==> src/rtl/acc_sequencer.sv <==
// acc_sequencer: multi-cycle control sequencer for the accumulator processor.
// Walks each instruction through FETCH, LATCH, DECODE, optional IND/OPER
// memory reads, then EXEC or STORE, driving every datapath strobe.
//
// Ports
//   clk, reset            clock, synchronous active-high reset
//   opcode, addr_mode     stage register fields (sampled in DECODE)
//   acc_zero              accumulator == 0 (conditional jump)
//   mem_ready             data RAM completes the current access
//   iram_en/iram_rd/pc_inc/pc_load/stage_ld   fetch-side strobes
//   dram_en/dram_rd/dram_wr/dram_addr_sel/ind_ld  data-side strobes
//   acc_ld/acc_in_sel/alu_in_sel/alu_op/shift_en/shift_dir  execute controls
//   halted, err           sticky status
//   state                 debug state encoding
module acc_sequencer #(
  parameter int unsigned OPC_W      = 5,
  parameter int unsigned AM_W       = 3,
  parameter int unsigned WAIT_LIMIT = 15,
  parameter int unsigned WAIT_W     = 4
) (
  input  logic             clk,
  input  logic             reset,
  input  logic [OPC_W-1:0] opcode,
  input  logic [AM_W-1:0]  addr_mode,
  input  logic             acc_zero,
  input  logic             mem_ready,
  output logic             iram_en,
  output logic             iram_rd,
  output logic             pc_inc,
  output logic             pc_load,
  output logic             stage_ld,
  output logic             dram_en,
  output logic             dram_rd,
  output logic             dram_wr,
  output logic             dram_addr_sel,
  output logic             ind_ld,
  output logic             acc_ld,
  output logic             acc_in_sel,
  output logic             alu_in_sel,
  output logic [1:0]       alu_op,
  output logic             shift_en,
  output logic             shift_dir,
  output logic             halted,
  output logic             err,
  output logic [3:0]       state
);

  localparam int unsigned CNT_W = WAIT_W + 1;

  localparam logic [OPC_W-1:0] OP_LDA = OPC_W'(0);
  localparam logic [OPC_W-1:0] OP_STA = OPC_W'(1);
  localparam logic [OPC_W-1:0] OP_ADD = OPC_W'(2);
  localparam logic [OPC_W-1:0] OP_SUB = OPC_W'(3);
  localparam logic [OPC_W-1:0] OP_AND = OPC_W'(4);
  localparam logic [OPC_W-1:0] OP_SHL = OPC_W'(5);
  localparam logic [OPC_W-1:0] OP_SHR = OPC_W'(6);
  localparam logic [OPC_W-1:0] OP_JMP = OPC_W'(7);
  localparam logic [OPC_W-1:0] OP_JZ  = OPC_W'(8);
  localparam logic [OPC_W-1:0] OP_HLT = '1;

  localparam logic [1:0] AM_IMM = 2'd0;
  localparam logic [1:0] AM_IND = 2'd2;

  typedef enum logic [3:0] {
    S_FETCH  = 4'd0,
    S_LATCH  = 4'd1,
    S_DECODE = 4'd2,
    S_IND    = 4'd3,
    S_OPER   = 4'd4,
    S_EXEC   = 4'd5,
    S_STORE  = 4'd6,
    S_HALT   = 4'd7
  } state_e;

  state_e             state_q, state_d;
  logic [OPC_W-1:0]   op_q, op_d;
  logic [1:0]         mode_q, mode_d;
  logic [WAIT_W-1:0]  wait_q, wait_d;
  logic               err_q, err_d;

  logic [CNT_W-1:0]   wait_inc_c;
  logic               wait_expire_c;

  // Only addr_mode[1:0] is decoded; upper bits are reserved.
  if (AM_W > 2) begin : g_mode_hi
    logic unused_mode_hi;
    assign unused_mode_hi = ^addr_mode[AM_W-1:2];
  end

  // Timeout fires on the not-ready cycle that brings the count to the limit.
  assign wait_inc_c    = {1'b0, wait_q} + CNT_W'(1);
  assign wait_expire_c = (WAIT_LIMIT != 0) && (wait_inc_c == CNT_W'(WAIT_LIMIT));

  // State and captured-instruction registers.
  always_ff @(posedge clk) begin
    if (reset) begin
      state_q <= S_FETCH;
      op_q    <= '0;
      mode_q  <= '0;
      wait_q  <= '0;
      err_q   <= 1'b0;
    end else begin
      state_q <= state_d;
      op_q    <= op_d;
      mode_q  <= mode_d;
      wait_q  <= wait_d;
      err_q   <= err_d;
    end
  end

  // Next-state and strobe decode; everything is held at 0 while in reset.
  always_comb begin
    state_d       = state_q;
    op_d          = op_q;
    mode_d        = mode_q;
    wait_d        = '0;
    err_d         = err_q;
    iram_en       = 1'b0;
    iram_rd       = 1'b0;
    pc_inc        = 1'b0;
    pc_load       = 1'b0;
    stage_ld      = 1'b0;
    dram_en       = 1'b0;
    dram_rd       = 1'b0;
    dram_wr       = 1'b0;
    dram_addr_sel = 1'b0;
    ind_ld        = 1'b0;
    acc_ld        = 1'b0;
    acc_in_sel    = 1'b0;
    alu_in_sel    = 1'b0;
    alu_op        = 2'd0;
    shift_en      = 1'b0;
    shift_dir     = 1'b0;
    halted        = 1'b0;
    err           = 1'b0;
    state         = 4'd0;

    if (!reset) begin
      state = state_q;
      err   = err_q;

      unique case (state_q)
        S_FETCH: begin
          iram_en = 1'b1;
          iram_rd = 1'b1;
          pc_inc  = 1'b1;
          state_d = S_LATCH;
        end

        S_LATCH: begin
          stage_ld = 1'b1;
          state_d  = S_DECODE;
        end

        // Decode works on the live stage register, then freezes it.
        S_DECODE: begin
          op_d    = opcode;
          mode_d  = addr_mode[1:0];
          state_d = S_FETCH;
          if (opcode == OP_HLT) begin
            state_d = S_HALT;
          end else if (opcode == OP_JMP) begin
            pc_load = 1'b1;
          end else if (opcode == OP_JZ) begin
            pc_load = acc_zero;
          end else if ((opcode == OP_SHL) || (opcode == OP_SHR)) begin
            state_d = S_EXEC;
          end else if ((opcode == OP_LDA) || (opcode == OP_STA) || (opcode == OP_ADD) ||
                       (opcode == OP_SUB) || (opcode == OP_AND)) begin
            if (addr_mode[1:0] == AM_IMM) begin
              if (opcode == OP_STA) begin
                err_d   = 1'b1;
                state_d = S_HALT;
              end else begin
                state_d = S_EXEC;
              end
            end else if (addr_mode[1:0] == AM_IND) begin
              state_d = S_IND;
            end else begin
              state_d = (opcode == OP_STA) ? S_STORE : S_OPER;
            end
          end
        end

        // Pointer read; the indirect register loads on the completing cycle.
        S_IND: begin
          dram_en = 1'b1;
          dram_rd = 1'b1;
          if (mem_ready) begin
            ind_ld  = 1'b1;
            state_d = (op_q == OP_STA) ? S_STORE : S_OPER;
          end else if (wait_expire_c) begin
            err_d   = 1'b1;
            state_d = S_HALT;
          end else begin
            wait_d = WAIT_W'(wait_inc_c);
          end
        end

        S_OPER: begin
          dram_en       = 1'b1;
          dram_rd       = 1'b1;
          dram_addr_sel = (mode_q == AM_IND);
          if (mem_ready) begin
            state_d = S_EXEC;
          end else if (wait_expire_c) begin
            err_d   = 1'b1;
            state_d = S_HALT;
          end else begin
            wait_d = WAIT_W'(wait_inc_c);
          end
        end

        S_STORE: begin
          dram_en       = 1'b1;
          dram_wr       = 1'b1;
          dram_addr_sel = (mode_q == AM_IND);
          if (mem_ready) begin
            state_d = S_FETCH;
          end else if (wait_expire_c) begin
            err_d   = 1'b1;
            state_d = S_HALT;
          end else begin
            wait_d = WAIT_W'(wait_inc_c);
          end
        end

        S_EXEC: begin
          acc_ld  = 1'b1;
          state_d = S_FETCH;
          if (op_q == OP_LDA) begin
            acc_in_sel = 1'b1;
            alu_op     = 2'd3;
            alu_in_sel = (mode_q == AM_IMM);
          end else if (op_q == OP_ADD) begin
            alu_op     = 2'd0;
            alu_in_sel = (mode_q == AM_IMM);
          end else if (op_q == OP_SUB) begin
            alu_op     = 2'd1;
            alu_in_sel = (mode_q == AM_IMM);
          end else if (op_q == OP_AND) begin
            alu_op     = 2'd2;
            alu_in_sel = (mode_q == AM_IMM);
          end else if (op_q == OP_SHL) begin
            shift_en = 1'b1;
          end else if (op_q == OP_SHR) begin
            shift_en  = 1'b1;
            shift_dir = 1'b1;
          end
        end

        S_HALT: begin
          halted = 1'b1;
        end

        default: begin
          state_d = S_FETCH;
        end
      endcase
    end
  end

endmodule

==> config.mk <==
export PLATFORM = sky130hd
export DESIGN_NAME = acc_sequencer
export DESIGN_NICKNAME = d
export VERILOG_FILES = /design/src/rtl/acc_sequencer.sv
export SDC_FILE = /design/constraint.sdc
export NUM_CORES = 1
export LEC_CHECK = 0
export CAP_MARGIN = 20
export CORE_AREA = 2 2 51 53
export DETAILED_ROUTE_END_ITERATION = 6
export DIE_AREA = 0 0 53 55
export PLACE_DENSITY = 0.78
export SLEW_MARGIN = 10
export SYNTH_ARGS = -nofsm -noshare
export SYNTH_HDL_FRONTEND = slang
export SYNTH_SLANG_ARGS = --single-unit
==> constraint.sdc <==
create_clock -name clk -period 4.75 [get_ports clk]
set_clock_uncertainty 0.15 [all_clocks]
set_input_delay 0.95 -clock clk [delete_from_list [all_inputs] [get_ports clk]]
set_output_delay 0.95 -clock clk [all_outputs]
set_load 0.03 [all_outputs]
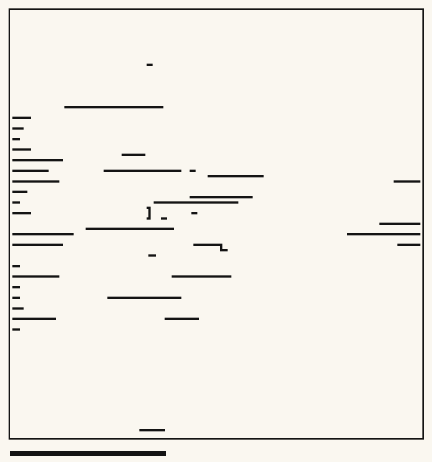
m3.png
Bar = 20 um.
longest straight run: 12.4 um
share of all routed wire: 5.8%
wire length on this layer: 169 um
via count: 1183
met3 Use GR: 0.00269
routed wire length: 2890 um

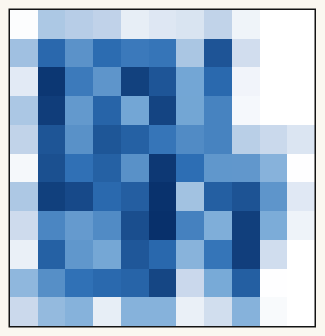
util_map.png
11 x 11 tiles, from white (low) to dark blue (high), 0 to 100% covered.
densest ninth of the die: middle
fullest tile: 100%
nearly empty tiles: 12%
Starting Density: 0.476
Core Util, Final: 0.619

==> deck_impl_summary.md <==
Synthesis and Place & Route Summary

Status
  • Status: finished, final reports clean

Clock tree
  • Hold_buf cts: 0
  • Post-CTS setup buffers: 0
  • Sink Count: 16
  • Clk root buf: clkbuf_4
  • CTS Buf Count: 3
  • H-Tree Depth: 1
  • Post-cts sizing count: 0
  • Clk latency late pin: 280 ps
  • CTS tree: built

Worst setup path
  • Crit path DRT: 3650 ps
  • R2R depth: 5
  • Capturing point of the worst reg2reg path: state_q[0]
  • Worst path depth: 7
  • Reg2reg start: state_q[1]
  • R2R Setup Slk: 2670 ps
  • Cells along the critical path: clkdlybuf4s50_1, nor2_2, nand2_1, nor2_1, nand2_1, nor4_1, clkdlybuf4s50_1
  • WS Path Type: input port to output pin
  • Max FO, Critical Path: 6
  • CP Launch Type: input port
  • Critical path endpoint: alu_in_sel
  • Crit path buffers/inverters: 2
  • CP top delay family: buffers and inverters
  • Slowest cell on the critical path: clkdlybuf4s50_1
  • Critical Path AT: 3090 ps

Floorplan
  • Die Wd: 53 um
  • IO Count: 35
  • Die area: 0.00292 mm^2

Synthesis
  • Cell with the most instances after synthesis: nand2_1
  • Post-Synth AOI/OAI Area: 0.192
  • Comb area leader: simple AND/OR/NAND/NOR gates
  • Synth warnings: 0
  • Commonest cells in the netlist: nand2_1, dfxtp_1, a21oi_1, nor2_1, clkbuf_1
  • Cell Type Count: 49
  • MUX share of area: 0.0189
  • Cells after Synth: 155
  • Synth Seq Share: 0.284
  • Flip-flops with a built-in enable: 0
  • Ys cells: 155
  • Async S/R FF share, synth: 0
  • Top cells by area: dfxtp_1, nand2_1, a21oi_1
  • Synthesized area: 0.00113 mm^2
  • Flops after synth: 16
  • Post-synth top area cell: dfxtp_1
  • Synth Area per Inst: 7.27 um^2
  • Xor/xnor share of the synthesized area: 0.0311

Drt
  • Final ANT Viol Nets: 0
  • Vias per inst: 5.69
  • Wire per inst: 13.9 um
  • DRC Markers: 0

Power and ir drop
  • Pleak: 0.482 nW
  • Biggest consumer: registers
  • Max VDD drop: 0.148 mV
  • Seq. pwr: 141 uW
  • Seq pwr share: 0.505
  • Comb pwr share: 0.168
  • Clk power: 91.1 uW
  • Comb pwr: 46.8 uW
  • Clk pwr share: 0.327
  • Switching Power: 75.2 uW
  • Power Total: 278 uW

Finish
  • Ratio of cells with drive above 1 in the final layout: 0.0506
  • Fin nets: 193
  • Largest reg by FF count: op_q
  • Max FFs per register: 5
  • Design area: 0.00146 mm^2
  • N_diodes: 0
  • Commonest Layout Cell: clkdlybuf4s50_1
  • Area of the multi-input gates: 716 um^2

Final timing
  • Slew HR: 0.510
  • Final hold violation count: 0
  • Worst Max-Slew Pin Slew: 729 ps
  • RSZ-0062 raised after global routing: no
  • Final TNS setup: 0 ps
  • Fin crit share: 0.881
  • Final setup margin: 563 ps
  • Final setup violation count: 0
  • Fmax: 239 MHz
  • Period minus WS final: 4190 ps

Min path
  • Worst hold path depth: 2
  • Hold Crit Class: flop to flop

Global routing
  • Initial antenna violation count: 0
  • Grt total ovfl: 0
  • Global-route wire length before repair: 4640 um
  • Largest net degree at the start of global routing: 20

Placement
  • Pre-CTS setup slack: 548 ps
  • Port bufs: 33
  • RD Place Congestion: 0.863
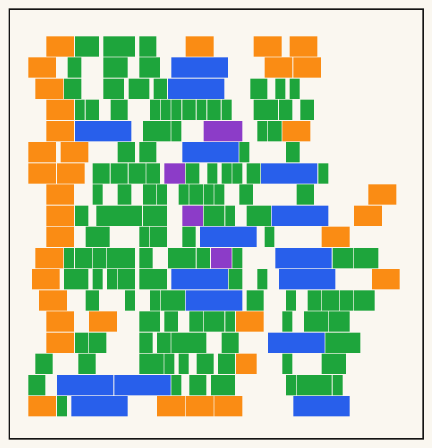
class_map.png
[remaining logic cells] green | cells: 124 | share of their area: 51%
[registers] blue | cells: 16 | share of their area: 22%
[remaining buffers and delay cells] orange | cells: 34 | share of their area: 24%
[clock drivers and dummy loads] purple | cells: 4 | share of their area: 2.5%

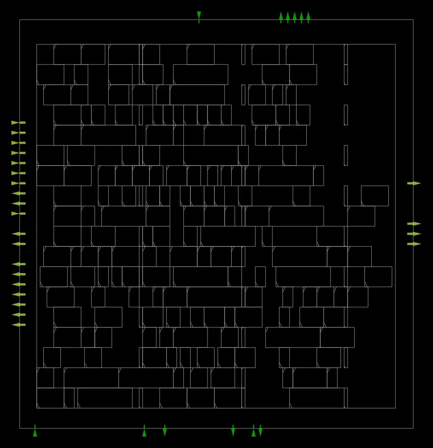
placed.png
row count: 18
Flops: 16
core area: 0.00236 mm^2
# fillers: 227
non-filler cells, final: 208

-- worst min-delay path, delay by kind of cell, from the launching register on --
family / cells / cell delay [ps]
flip-flops: 1 / 330
AND/OR/NAND/NOR: 1 / 50
AND-OR/OR-AND: 1 / 50
-- layer usage --
| layer | routed length [um] | part of all wire | track usage |
|---|---|---|---|
| met5 | 0 | 0 | 0 |
| met4 | 57 | 0.020 | 0.0769 |
| met3 | 168 | 0.058 | 0.00269 |
| met2 | 1360 | 0.47 | 0.379 |
| met1 | 1300 | 0.45 | 0.273 |
-- layout make-up --
type,instances,share of cell area
inverter,4,0.0103
multi-input combinational,120,0.489
clock buffer,4,0.0248
timing repair buffer,34,0.231
tap,30,0.0257
sequential,16,0.219
Power is estimated from default activity; no workload was simulated.
